[src/rtl/apb_timer_nch_if.sv]
// APB slave bus bundle for apb_timer_nch (10-bit word address, 32-bit data).
interface apb_timer_nch_if;
    logic        PSEL;
    logic [11:2] PADDR;
    logic        PENABLE;
    logic        PWRITE;
    logic [31:0] PWDATA;
    logic [31:0] PRDATA;
    logic        PREADY;
    logic        PSLVERR;

    modport master (
        output PSEL, PADDR, PENABLE, PWRITE, PWDATA,
        input  PRDATA, PREADY, PSLVERR
    );

    modport slave (
        input  PSEL, PADDR, PENABLE, PWRITE, PWDATA,
        output PRDATA, PREADY, PSLVERR
    );
endinterface

[src/rtl/apb_timer_nch.sv]
// NCH-channel APB timer: per-channel prescaler, compare, W1C raw status and masked IRQ.
// Define TIMER_ONESHOT_EN to implement CTRL.ONESHOT; otherwise every channel is periodic.
module apb_timer_nch #(
    parameter int unsigned NCH   = 4,
    parameter int unsigned WIDTH = 32,
    parameter int unsigned PW    = 16
) (
    input  logic           PCLK,
    input  logic           PRESET,
    apb_timer_nch_if.slave apb,
    output logic           IRQ,
    output logic [NCH-1:0] TMR_EVT
);
    localparam logic [31:0] UNMAPPED = 32'hDEAD_BEEF;

    logic [WIDTH-1:0] r_cnt [NCH];
    logic [PW-1:0]    r_pc  [NCH];
    logic [PW-1:0]    r_pre [NCH];
    logic [WIDTH-1:0] r_cmp [NCH];
    logic [NCH-1:0]   r_en;
    logic [NCH-1:0]   r_ris;
    logic [NCH-1:0]   r_irqen;
    logic [NCH-1:0]   r_evt;
`ifdef TIMER_ONESHOT_EN
    logic [NCH-1:0]   r_os;
`endif

    logic [NCH-1:0]   w_os;
    logic [NCH-1:0]   w_tick;
    logic [NCH-1:0]   w_match;
    logic [NCH-1:0]   w_wr_cnt;
    logic [NCH-1:0]   w_wr_pre;
    logic [NCH-1:0]   w_wr_cmp;
    logic [NCH-1:0]   w_wr_ctrl;
    logic [NCH-1:0]   w_w1c;
    logic             w_wr;
    logic             w_rd;
    logic [3:0]       w_idx;
    logic [1:0]       w_reg;
    logic             w_ch_ok;
    logic             w_g_irqen;
    logic             w_g_ris;
    logic             w_g_mis;
    logic             w_mapped;
    logic [31:0]      w_rdata;

`ifdef TIMER_ONESHOT_EN
    assign w_os = r_os;
`else
    assign w_os = '0;
`endif

    assign w_wr      = apb.PSEL & apb.PWRITE & apb.PENABLE;
    assign w_rd      = apb.PSEL & ~apb.PWRITE;
    assign w_idx     = apb.PADDR[7:4];
    assign w_reg     = apb.PADDR[3:2];
    assign w_ch_ok   = (apb.PADDR[11:8] == 4'd0) && (32'(w_idx) < NCH);
    assign w_g_irqen = (apb.PADDR == 10'h040);
    assign w_g_ris   = (apb.PADDR == 10'h041);
    assign w_g_mis   = (apb.PADDR == 10'h042);
    assign w_mapped  = w_ch_ok | w_g_irqen | w_g_ris | w_g_mis;
    assign w_w1c     = (w_wr && w_g_ris) ? apb.PWDATA[NCH-1:0] : '0;

    always_comb begin
        w_wr_cnt  = '0;
        w_wr_pre  = '0;
        w_wr_cmp  = '0;
        w_wr_ctrl = '0;
        w_tick    = '0;
        w_match   = '0;
        for (int unsigned c = 0; c < NCH; c++) begin
            if (w_wr && w_ch_ok && (32'(w_idx) == c)) begin
                case (w_reg)
                    2'd0:    w_wr_cnt[c]  = 1'b1;
                    2'd1:    w_wr_pre[c]  = 1'b1;
                    2'd2:    w_wr_cmp[c]  = 1'b1;
                    default: w_wr_ctrl[c] = 1'b1;
                endcase
            end
            w_tick[c]  = r_en[c] && (r_pc[c] == r_pre[c]);
            // A CNT write on a tick edge suppresses that tick's match.
            w_match[c] = w_tick[c] && (r_cnt[c] == r_cmp[c]) && !w_wr_cnt[c];
        end
    end

    always_ff @(posedge PCLK) begin
        if (PRESET) begin
            for (int unsigned c = 0; c < NCH; c++) begin
                r_cnt[c] <= '0;
                r_pc[c]  <= '0;
                r_pre[c] <= '0;
                r_cmp[c] <= '0;
            end
            r_en    <= '0;
            r_ris   <= '0;
            r_irqen <= '0;
            r_evt   <= '0;
`ifdef TIMER_ONESHOT_EN
            r_os    <= '0;
`endif
        end else begin
            for (int unsigned c = 0; c < NCH; c++) begin
                if (w_wr_cnt[c]) begin
                    r_cnt[c] <= apb.PWDATA[WIDTH-1:0];
                    r_pc[c]  <= '0;
                end else if (r_en[c]) begin
                    if (w_tick[c]) begin
                        r_pc[c]  <= '0;
                        r_cnt[c] <= w_match[c] ? '0 : r_cnt[c] + WIDTH'(1);
                    end else begin
                        r_pc[c]  <= r_pc[c] + PW'(1);
                    end
                end
                if (w_wr_pre[c]) r_pre[c] <= apb.PWDATA[PW-1:0];
                if (w_wr_cmp[c]) r_cmp[c] <= apb.PWDATA[WIDTH-1:0];
                if (w_wr_ctrl[c]) begin
                    r_en[c] <= apb.PWDATA[0];
`ifdef TIMER_ONESHOT_EN
                    r_os[c] <= apb.PWDATA[1];
`endif
                end else if (w_match[c] && w_os[c]) begin
                    r_en[c] <= 1'b0;
                end
            end
            if (w_wr && w_g_irqen) r_irqen <= apb.PWDATA[NCH-1:0];
            // Hardware set takes priority over a same-cycle software clear.
            r_ris <= (r_ris & ~w_w1c) | w_match;
            r_evt <= w_match;
        end
    end

    always_comb begin
        w_rdata = UNMAPPED;
        if (w_ch_ok) begin
            w_rdata = '0;
            for (int unsigned c = 0; c < NCH; c++) begin
                if (32'(w_idx) == c) begin
                    case (w_reg)
                        2'd0:    w_rdata = 32'(r_cnt[c]);
                        2'd1:    w_rdata = 32'(r_pre[c]);
                        2'd2:    w_rdata = 32'(r_cmp[c]);
                        default: w_rdata = 32'({w_os[c], r_en[c]});
                    endcase
                end
            end
        end else if (w_g_irqen) begin
            w_rdata = 32'(r_irqen);
        end else if (w_g_ris) begin
            w_rdata = 32'(r_ris);
        end else if (w_g_mis) begin
            w_rdata = 32'(r_ris & r_irqen);
        end
    end

    assign apb.PRDATA  = w_rd ? w_rdata : '0;
    assign apb.PREADY  = 1'b1;
    assign apb.PSLVERR = apb.PSEL & apb.PENABLE & ~w_mapped;
    assign IRQ         = |(r_ris & r_irqen);
    assign TMR_EVT     = r_evt;
endmodule

[src/flat_wrapper.sv]
// flat-port wrapper written by rule: the top's interface ports become plain ports
module apb_timer_nch_flat 
#(
    parameter int unsigned NCH   = 4,
    parameter int unsigned WIDTH = 32,
    parameter int unsigned PW    = 16
)
  (PCLK, PRESET, IRQ, TMR_EVT, apb_PSEL, apb_PADDR, apb_PENABLE, apb_PWRITE, apb_PWDATA, apb_PRDATA, apb_PREADY, apb_PSLVERR);
  apb_timer_nch_if apb_i ();
  input  logic PCLK;
  input  logic PRESET;
  output logic IRQ;
  output logic [NCH-1:0] TMR_EVT;
  input wire logic [$bits(apb_i.PSEL)-1:0] apb_PSEL;
  input wire logic [$bits(apb_i.PADDR)-1:0] apb_PADDR;
  input wire logic [$bits(apb_i.PENABLE)-1:0] apb_PENABLE;
  input wire logic [$bits(apb_i.PWRITE)-1:0] apb_PWRITE;
  input wire logic [$bits(apb_i.PWDATA)-1:0] apb_PWDATA;
  output wire logic [$bits(apb_i.PRDATA)-1:0] apb_PRDATA;
  output wire logic [$bits(apb_i.PREADY)-1:0] apb_PREADY;
  output wire logic [$bits(apb_i.PSLVERR)-1:0] apb_PSLVERR;
  assign apb_i.PSEL = apb_PSEL;
  assign apb_i.PADDR = apb_PADDR;
  assign apb_i.PENABLE = apb_PENABLE;
  assign apb_i.PWRITE = apb_PWRITE;
  assign apb_i.PWDATA = apb_PWDATA;
  assign apb_PRDATA = apb_i.PRDATA;
  assign apb_PREADY = apb_i.PREADY;
  assign apb_PSLVERR = apb_i.PSLVERR;
  apb_timer_nch #(.NCH(NCH), .WIDTH(WIDTH), .PW(PW)) u_core (.PCLK(PCLK), .PRESET(PRESET), .apb(apb_i), .IRQ(IRQ), .TMR_EVT(TMR_EVT));
endmodule
[config.mk]
export PLATFORM = sky130hd
export DESIGN_NAME = apb_timer_nch_flat
export DESIGN_NICKNAME = d
export VERILOG_FILES = /design/src/rtl/apb_timer_nch_if.sv /design/src/rtl/apb_timer_nch.sv /design/src/flat_wrapper.sv
export SDC_FILE = /design/constraint.sdc
export NUM_CORES = 1
export LEC_CHECK = 0
export ABC_AREA = 0
export ABC_CLOCK_PERIOD_IN_PS = 6500
export CORE_MARGIN = 4
export CORE_UTILIZATION = 55
export DETAILED_ROUTE_END_ITERATION = 6
export MAX_ROUTING_LAYER = met4
export PLACE_DENSITY = 0.73
export SYNTH_ARGS = -nofsm -noshare
export SYNTH_HDL_FRONTEND = slang
export SYNTH_SLANG_ARGS = --single-unit
[constraint.sdc]
create_clock -name PCLK -period 6.5 [get_ports PCLK]
set_input_delay 0.65 -clock PCLK [delete_from_list [all_inputs] [get_ports PCLK]]
set_output_delay 0.65 -clock PCLK [all_outputs]
set_load 0.1 [all_outputs]
==> results.json, run 1 <==
{
  "p_int_mw": 4.59,
  "slew_headroom_pct": 15.1,
  "power.density_nw_per_um2": 228,
  "cts_tree": "done",
  "die_area_sq_um": 48400,
  "power_clock_mw": 2.50,
  "drt-met1-wl_um": 31500,
  "nClkBuffers": 66,
  "adder_share_pct": 0.405,
  "synth_warnings": 0,
  "placed_area_sq_um": 25700,
  "crit_family": "buffers and inverters",
  "sh_comb_area_pct": 44.3,
  "power.group.top": "sequential cells",
  "p_leak_nw": 9.15,
  "endpoint_kind": "primary output",
  "clock_path_buffers": 3,
  "cp_num_buf_inv": 3,
  "layout.cells.non_filler": 3040,
  "rows": 77,
  "run_status": "complete, no violations",
  "compound_area_share_pct": 9.72,
  "antenna_found_initial": 1,
  "start_kind": "input pin",
  "cp_max_fo": 56,
  "edf_count": 384,
  "ant_nets": 0,
  "drc": 0,
  "yosysCellCount": 2430,
  "p_sw_mw": 1.60,
  "yosys-top-cells-count": "edfxtp_1 (384), nand2_1 (225), xor2_1 (215)",
  "die_w_um": 220,
  "startpoint": "apb_PADDR[1]",
  "clk_pin_slew_ns": 0.06,
  "synth_area_sq_um": 24700,
  "ys_types": 63,
  "openroad.warnings": 26,
  "synthSimpleGateAreaFrac_pct": 20.9,
  "busiest_layer": "met2",
  "worst_slack_ns": 1.27,
  "required_ns": 5.85,
  "synth-seq-area-share_pct": 48.0,
  "top_regs": "u_core.r_cmp: 128 flops, u_core.r_cnt: 128 flops",
  "wl_met3_um": 7100,
  "nMultiInputCombCells": 1827,
  "final_max_slew_viol_count": 0,
  "htree_levels": 2,
  "top_logic_kind": "simple AND/OR/NAND/NOR gates",
  "mostFrequentLayoutCells": "edfxtp_1 (384), nand2_1 (225), xor2_1 (215)",
  "syn-instance-count": 2430,
  "power_frac_clock_pct": 40.3,
  "p_seq_share_pct": 49.8,
  "total_power_mw": 6.19
}
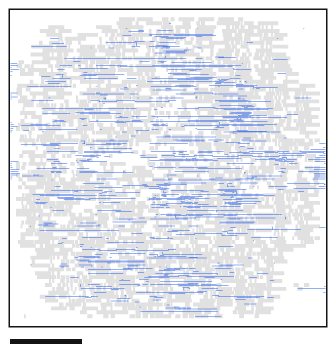
(run_1/layer_met3.png)
The bar under the picture is 50 um long.
- wire length on this layer: 7100 um
- nets with wire on the layer: 391
- share of all routed wire: 9.3%
- main direction: horizontal
- longest straight run: 84.6 um

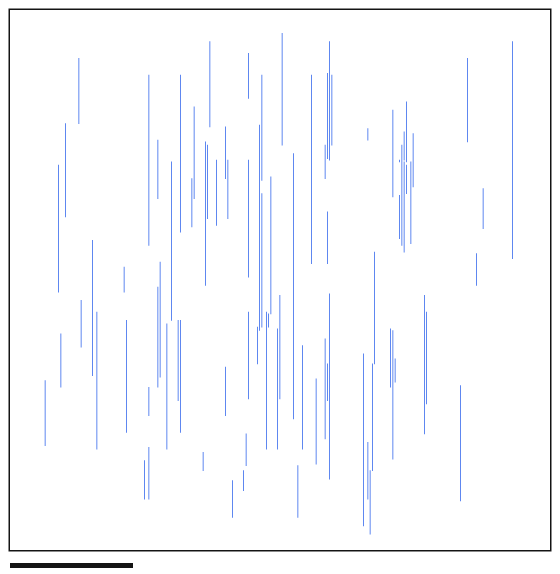
(run_1/layer_met4.png)
The bar under the picture is 50 um long.
- main direction: vertical
- wire length on this layer: 3090 um
- share of all routed wire: 4.1%
- nets with wire on the layer: 55
DR vias: 19600
Routed Wire Length: 76200 um

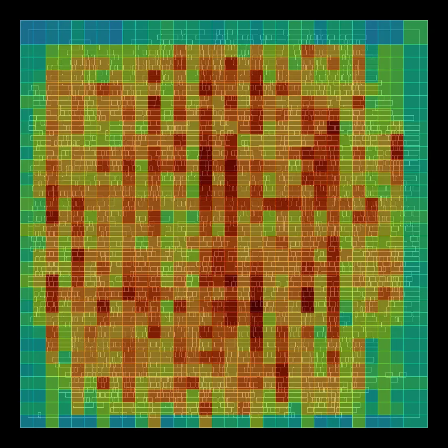
(run_1/congestion.png)
met1 Usage GRT: 44.7%
met3 GRT Util: 4.63%
gr usage total: 31.9%

--- run 2 (diff from run 1) ---
- ABC_CLOCK_PERIOD_IN_PS: 6500 -> 4200
- PLACE_DENSITY: 0.73 -> 0.76
- clock period: 6.5 -> 4.2 ns (I/O delays scaled with it)
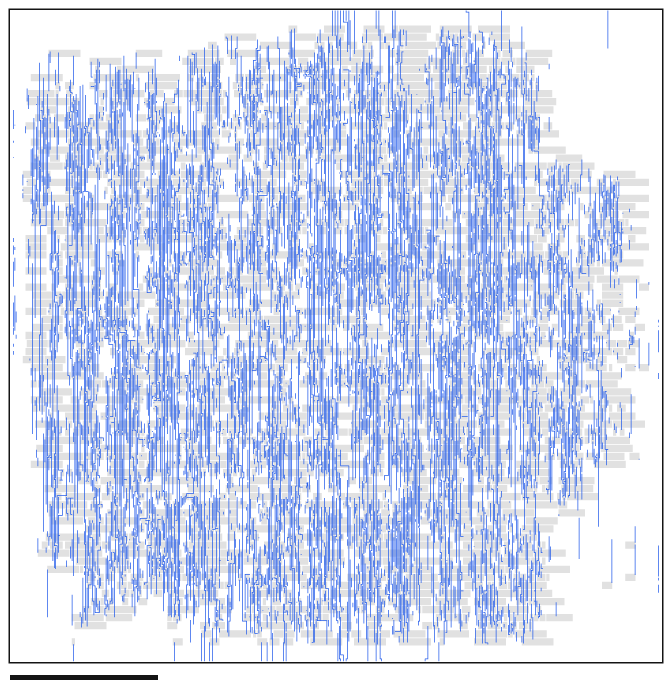
(run_2/layer_met2.png)
The bar under the picture is 50 um long.
- longest straight run: 92.9 um
- nets with wire on the layer: 2097
- main direction: vertical
- wire length on this layer: 34.3 mm
- share of all routed wire: 45%
DR vias: 19900
Routed Wire Length: 76600 um
GR Util met2: 47.8%

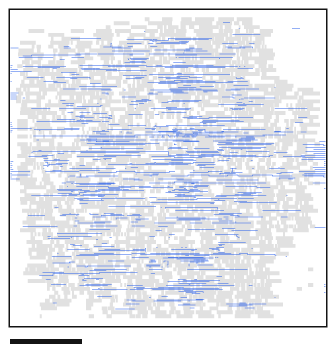
(run_2/layer_met3.png)
The bar under the picture is 50 um long.
- main direction: horizontal
- share of all routed wire: 10%
- wire length on this layer: 7970 um
- longest straight run: 94.5 um
- nets with wire on the layer: 405
met3 GRT Util: 5.14%

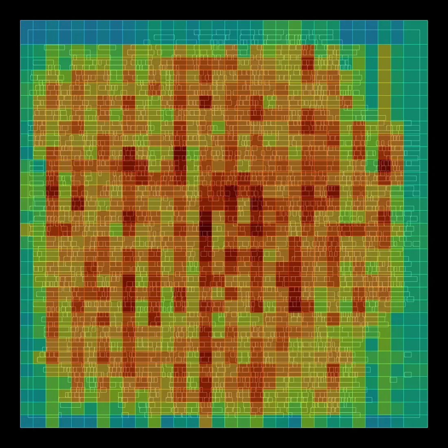
(run_2/congestion.png)
global routing's busiest layer: met2
Post-Route Utilization: 62.5%

==> run 2 against run 1 <==
  * Wire length grew 0.47%
  * Synthesized cell count is the same
  * Total power grew 57%
  * Combinational power grew 66%
  * Sequential power grew 55%
  * Global-route usage grew 0.21 points
  * Synthesized area is the same
  * Count of clock-buffer cells in the layout shrank 6
  * Via count grew 1.6%
  * Clock power grew 57%
  * Critical endpoint is now apb_PRDATA[23]
  * Die area is the same
  * Register-to-register slack lost 2.3 ns
==> results.json, run 2 <==
{
  "synth_warnings": 0,
  "root_buffer": "clkbuf_16",
  "mostFrequentLayoutCells": "edfxtp_1 (384), nand2_1 (225), xor2_1 (215)",
  "fp_util_pct": 55.8,
  "vdd_ir_drop_max_mv": 0.288,
  "p_seq_share_pct": 49.1,
  "maxCapViolCount": 0,
  "synthSimpleGateAreaFrac_pct": 20.9,
  "drt-met1-wl_um": 30800,
  "total_power_mw": 9.71,
  "synth-seq-area-share_pct": 48.0,
  "start_kind": "input pin",
  "worst_slack_ns": 0.470,
  "avgRoutedWirePerCell_um": 25.0,
  "async_flop_share_pct": 0,
  "run_status": "complete, no violations",
  "drc": 0,
  "placed_area_sq_um": 26200,
  "antenna_found_initial": 0,
  "yosysCellCount": 2430,
  "highest_layer": "met4",
  "grt_pass1_wl_um": 115000,
  "power_frac_clock_pct": 40.5,
  "slowest_stage": "or3_1",
  "crit_family": "simple AND/OR/NAND/NOR gates",
  "tap_cells": 592,
  "fillers": 3634,
  "critPathArrivalTime_ns": 3.31,
  "inverters": 21,
  "die_area_sq_um": 48400,
  "top_regs": "u_core.r_cmp: 128 flops, u_core.r_cnt: 128 flops",
  "adder_share_pct": 0.405,
  "dr_wl_met2_um": 34300,
  "nMultiInputCombCells": 1827,
  "wl_met3_um": 7970,
  "layout.cells.non_filler": 3058,
  "worstHoldStart": "u_core.r_irqen[0]",
  "p_leak_nw": 9.37,
  "met1_usage_pct": 44.5,
  "ys_types": 63,
  "yosys-top-cells-count": "edfxtp_1 (384), nand2_1 (225), xor2_1 (215)",
  "top_logic_kind": "simple AND/OR/NAND/NOR gates",
  "nClkBuffers": 60,
  "die_w_um": 220,
  "r2r-end": "u_core.r_cnt[2][2]",
  "htree_levels": 2,
  "combinationalPower_mw": 1.01,
  "drive_gt1_share_pct": 9.53,
  "first_iter_violations": 2729,
  "cts_tree": "done",
  "cts_setup_buffers": 0,
  "synth_area_sq_um": 24700,
  "power.density_nw_per_um2": 351,
  "power_clock_mw": 3.93,
  "startpoint": "apb_PADDR[2]",
  "reg2regPathDepth": 7,
  "syn-instance-count": 2430,
  "edf_count": 384,
  "dp_slack_ns": 0.544,
  "sh_comb_area_pct": 43.4,
  "largest_class": "logic gates",
  "gr-total-overflow": 0,
  "endpoint_kind": "primary output",
  "openroad.warnings": 26,
  "logic_area_sq_um": 12000,
  "hold_path_end": "u_core.r_irqen[0]",
  "clock_path_buffers": 3,
  "drtPass1Iterations": 7,
  "ant_nets": 0,
  "cp_max_fo": 23,
  "hold_depth": 2,
  "place_congestion": 1.01,
  "slew_headroom_pct": 21.5,
  "grt_usage_pct": 32.2,
  "cp_num_buf_inv": 3,
  "clock.fmax_mhz": 268,
  "power.group.top": "sequential cells",
  "final_max_slew_viol_count": 0,
  "clk_pin_slew_ns": 0.06,
  "floorplan.nets": 2485,
  "p_sw_mw": 2.57,
  "compound_area_share_pct": 9.72,
  "via_per_inst": 6.50,
  "finalSetupTns_ns": 0,
  "required_ns": 3.78,
  "p_int_mw": 7.14,
  "rows": 77,
  "yosys_area_sq_um": 24700
}
No activity file was given, so power comes from the tool's default toggle rates.
